==> images/clock_nets.png <==
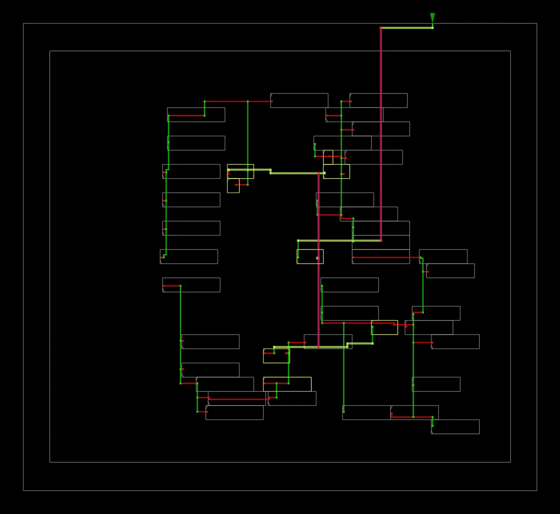
==> images/ff_map.png <==
Bar = 20 um. Other sequential cells in the stronger gray, the rest of the logic in the fainter gray.
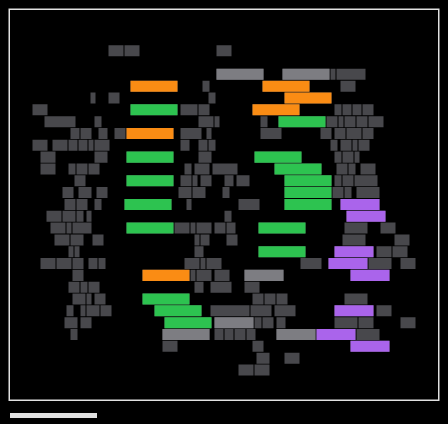
==> images/pinout.png <==
Pins as bars across the die edge, other pins in gray.
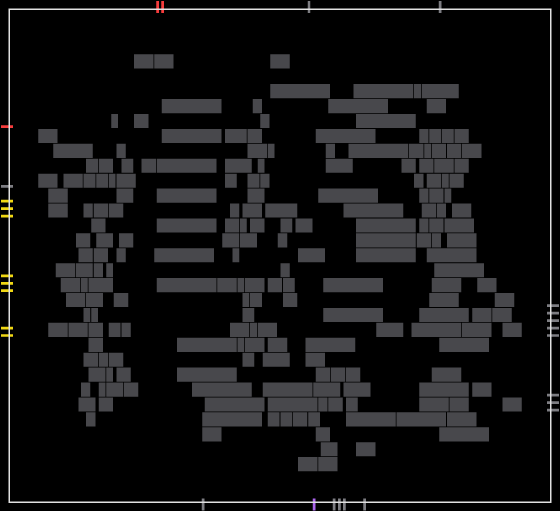
==> images/layers.png <==
Two of the layers only.
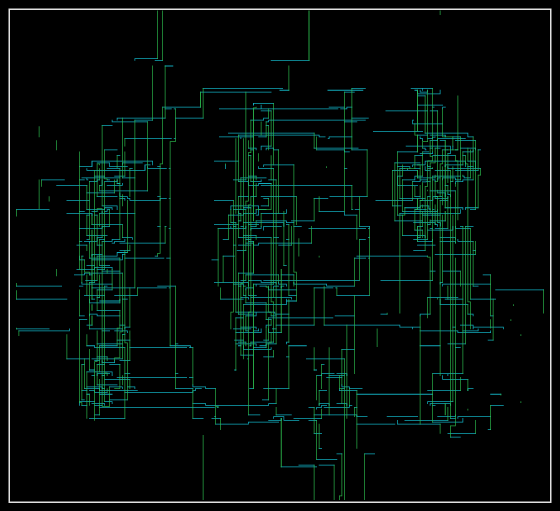
Design arith_pipe_rotator_flat, sky130hd; sources not shown.
==> flow_metrics.py <==
# Metrics from the implementation run
metrics = {
    "outcome": {
        "outcome": "complete, no violations",
    },
    "final_layout": {
        "syn_to_final_growth_pct": 21.7,
        "diodes": 0,
        "layout.nets": 227,
        "drive_gt1_share_pct": 16.2,
        "instances_no_fill": 303,
        "largest_reg_flops": 16,
        "num-fill-cells": 680,
        "logic_area_um2": 971,
        "fin_area_mm2": 0.00257,
    },
    "yosys": {
        "avgSynthCellArea_um2": 11.7,
        "ys_types": 50,
        "synth_seq_share_pct": 48.6,
        "syn_area_mm2": 0.00211,
        "synthArstFlopShare_pct": 30.6,
        "yosys_warnings": 6,
        "yosys.area.top_type": "edfxtp_1",
        "yosys_cells": 180,
        "fp_nets": 198,
        "top_area_share_pct": 35.5,
        "syn_inst": 180,
        "common_cells": "25 x edfxtp_1, 11 x dfrtp_1, 10 x nor2_1",
        "flop_cell": "edfxtp_1",
        "top_cells_by_area": "edfxtp_1 36%, dfrtp_1 13%, mux2_4 5.7%",
        "ys_seq_elements": 36,
        "yosysMostFrequentCell": "edfxtp_1",
        "edf_count": 25,
        "ys_area_mm2": 0.00211,
    },
    "worst_setup_path": {
        "arrival_ps": 1610,
        "crit_fanout": 2,
        "crit_path_start_kind": "input pin",
        "path_cells": "clkdlybuf4s50_1, nor2b_4, nand3_1, and2_1, dlygate4sd2_1",
        "cp_data_required_time_ps": 1750,
        "critPathMaxStageDelay_ps": 440,
        "criticalPathCategory": "in2out",
        "cp_slowest_cell": "clkdlybuf4s50_1",
        "reg2reg_depth": 3,
        "reg2reg_slack_ps": 560,
        "endpoint_kind": "output port",
    },
    "placed_design": {
        "globalplace.congestion": 0.870,
        "preCtsSetupSlack_ps": -91.9,
        "placed_cell_area_mm2": 0.00247,
        "place_hpwl_mm": 3.46,
        "dp.cells": 295,
    },
    "power_and_ir_drop": {
        "ir_worst_vdd_v": 0.000213,
        "power_density_mw_per_mm2": 700,
        "leakagePower_nw": 0.979,
    },
    "timing": {
        "timing.final.ws_setup_ps": 145,
        "slew_headroom_pct": 63.0,
        "max_slew.worst_pin.slew_ps": 555,
        "hold_violations": 0,
        "rsz0062_at_grt": "no",
        "setup-violations-final": 0,
        "timing.fmax_ghz": 0.448,
        "period_minus_slack_ps": 2230,
        "drv_slew": 0,
        "finalCritPeriodShare_pct": 93.9,
    },
    "clocking": {
        "ctsHoldBuffers": 0,
        "cts_tree": "built",
        "postCtsSetupBuffers": 0,
        "htree_levels": 2,
        "clkTransAtPathRegs_ps": 70,
        "root_buffer": "clkbuf_8",
        "clkLatencyLatePin_ps": 280,
        "cts_resized": 1,
        "cts_buffer_depth": 2,
    },
    "global_routing": {
        "grt_pass1_vias": 1576,
        "antenna_found_initial": 0,
        "grt_max_degree": 25,
        "grt_pass1_wl_mm": 7.46,
        "grt_overflow_total": 0,
    },
    "worst_hold_path": {
        "min_path_type": "reg2reg",
        "holdPathStages": 0,
    },
    "flow_run": {
        "tool_warnings": 26,
        "drv_cap": 0,
    },
    "floorplan": {
        "rows": 29,
        "coreArea_mm2": 0.00697,
        "die_area_mm2": 0.00882,
        "ioPinCount": 28,
        "fp_util_pct": 30.3,
    },
    "drt": {
        "drtIter0Drc": 101,
        "firstDrtPassIters": 4,
        "drc": 0,
        "ant_nets": 0,
        "viasPerCell": 5.10,
    },
}
Back to the opening pictures, clock_nets.png:
clk_buf instances: 6
num sequential: 36
CTS Buf Count: 5
Clock Sink Count: 36
clock network power consumption: 0.478 mW

Back to the opening pictures, ff_map.png:
legend:
  purple:
    name_in_the_netlist: u_core/bus.out_data
    placed_flops: 8
  orange:
    name_in_the_netlist: u_core/op_q
    placed_flops: 6
    where: top middle
  green:
    name_in_the_netlist: u_core/data_q
    placed_flops: 16
    where: middle
not colored: 6
Seq. cell area: 0.00103 mm2
Layout Utilization: 36.9%
Seq area share: 39.9%
seq pwr: 0.852 mW

Back to the opening pictures, pinout.png:
legend:
  purple:
    port: bus_in_val
    pins: 1
    direction: input
    edge: bottom
  yellow:
    port: bus_in_data
    pins: 8
    direction: input
    edge: left
  red:
    port: bus_in_op
    pins: 3
    direction: input
    edge: 2 top, 1 left
all pins by edge: 10 left, 8 right, 6 bottom, 4 top
die height: 89.6 um
# port buffers: 27
Die W: 98.4 um

Back to the opening pictures, layers.png:
legend:
  cyan:
    layer: M1
    wire_length: 1850 um
  green:
    layer: M2
    wire_length: 2330 um
GRT Util Overall: 10.6%
wire per inst: 14.7 um
drt total wl: 4.47 mm
Vias: 1544

## stage by stage
stage | power [mW] | hold slack (ps) | setup TNS, ps
2_1_floorplan | 1.15 | 30.4 | 0
3_3_place_gp | 1.32 | 257 | -79.8
5_1_grt | 1.90 | 295 | 0
6_report | 1.80 | 280 | 0
4_1_cts | 1.82 | 284 | 0
3_5_place_dp | 1.34 | 263 | -91.9
## metal layers
metal	vias up	track usage, %	routed length [um]
met1	744	11.2	1850
met2	46	20.0	2330
met5	-	0	0
li1	747	-	-
met4	0	4.84	92
met3	7	2.86	198
## layout make-up
class                           instances  share of cell area (%)
Clock inverter                          2                   0.438
Inverter                                3                   0.438
Sequential cell                        36                    39.9
Timing Repair Buffer                   35                    13.3
Tap cell                               93                    4.53
Multi-Input combinational cell        128                    37.8
Clock buffer                            6                    3.65
## where the power goes
group	total, mW	internal, mW	switching (mW)
Combinational	0.471	0.258	0.213
Sequential	0.852	0.775	0.0765
Clock	0.478	0.268	0.210
## cell families after synthesis
family / share of synthesized area [%]
AOI/OAI and AO/OA: 20.8
buffers and inverters: 5.45
DFF: 48.6
muxes: 8.12
and+or+nand+nor: 17.1
## cell usage in the layout, fill, tap and decap left out, types with 2 or more instances in the layout
cell and count:
dfrtp_1 11, o211ai_1 3, clkdlybuf4s50_1 26, mux2i_1 4, a221o_1 3, buf_4 7, a21o_1 4, nand3_1 2
o21ai_1 8, edfxtp_1 25, clkbuf_8 5, nand3b_1 3, a31oi_1 2, a21oi_1 3, and3b_1 2, o211a_1 3
a22oi_1 9, nand2_1 7, nand2b_1 4, mux2_4 8, inv_1 3, o311ai_1 5, and2_1 3, nor3b_1 8
o21ai_0 8, nor2b_1 3, o21a_1 5, nor2_1 10
## worst max-delay path, delay by kind of cell
kind	cells	cell delay, ps
buf+inv	2	750
simple gates	3	370
Power figures rest on the tool's default switching activity, not on a simulated workload.
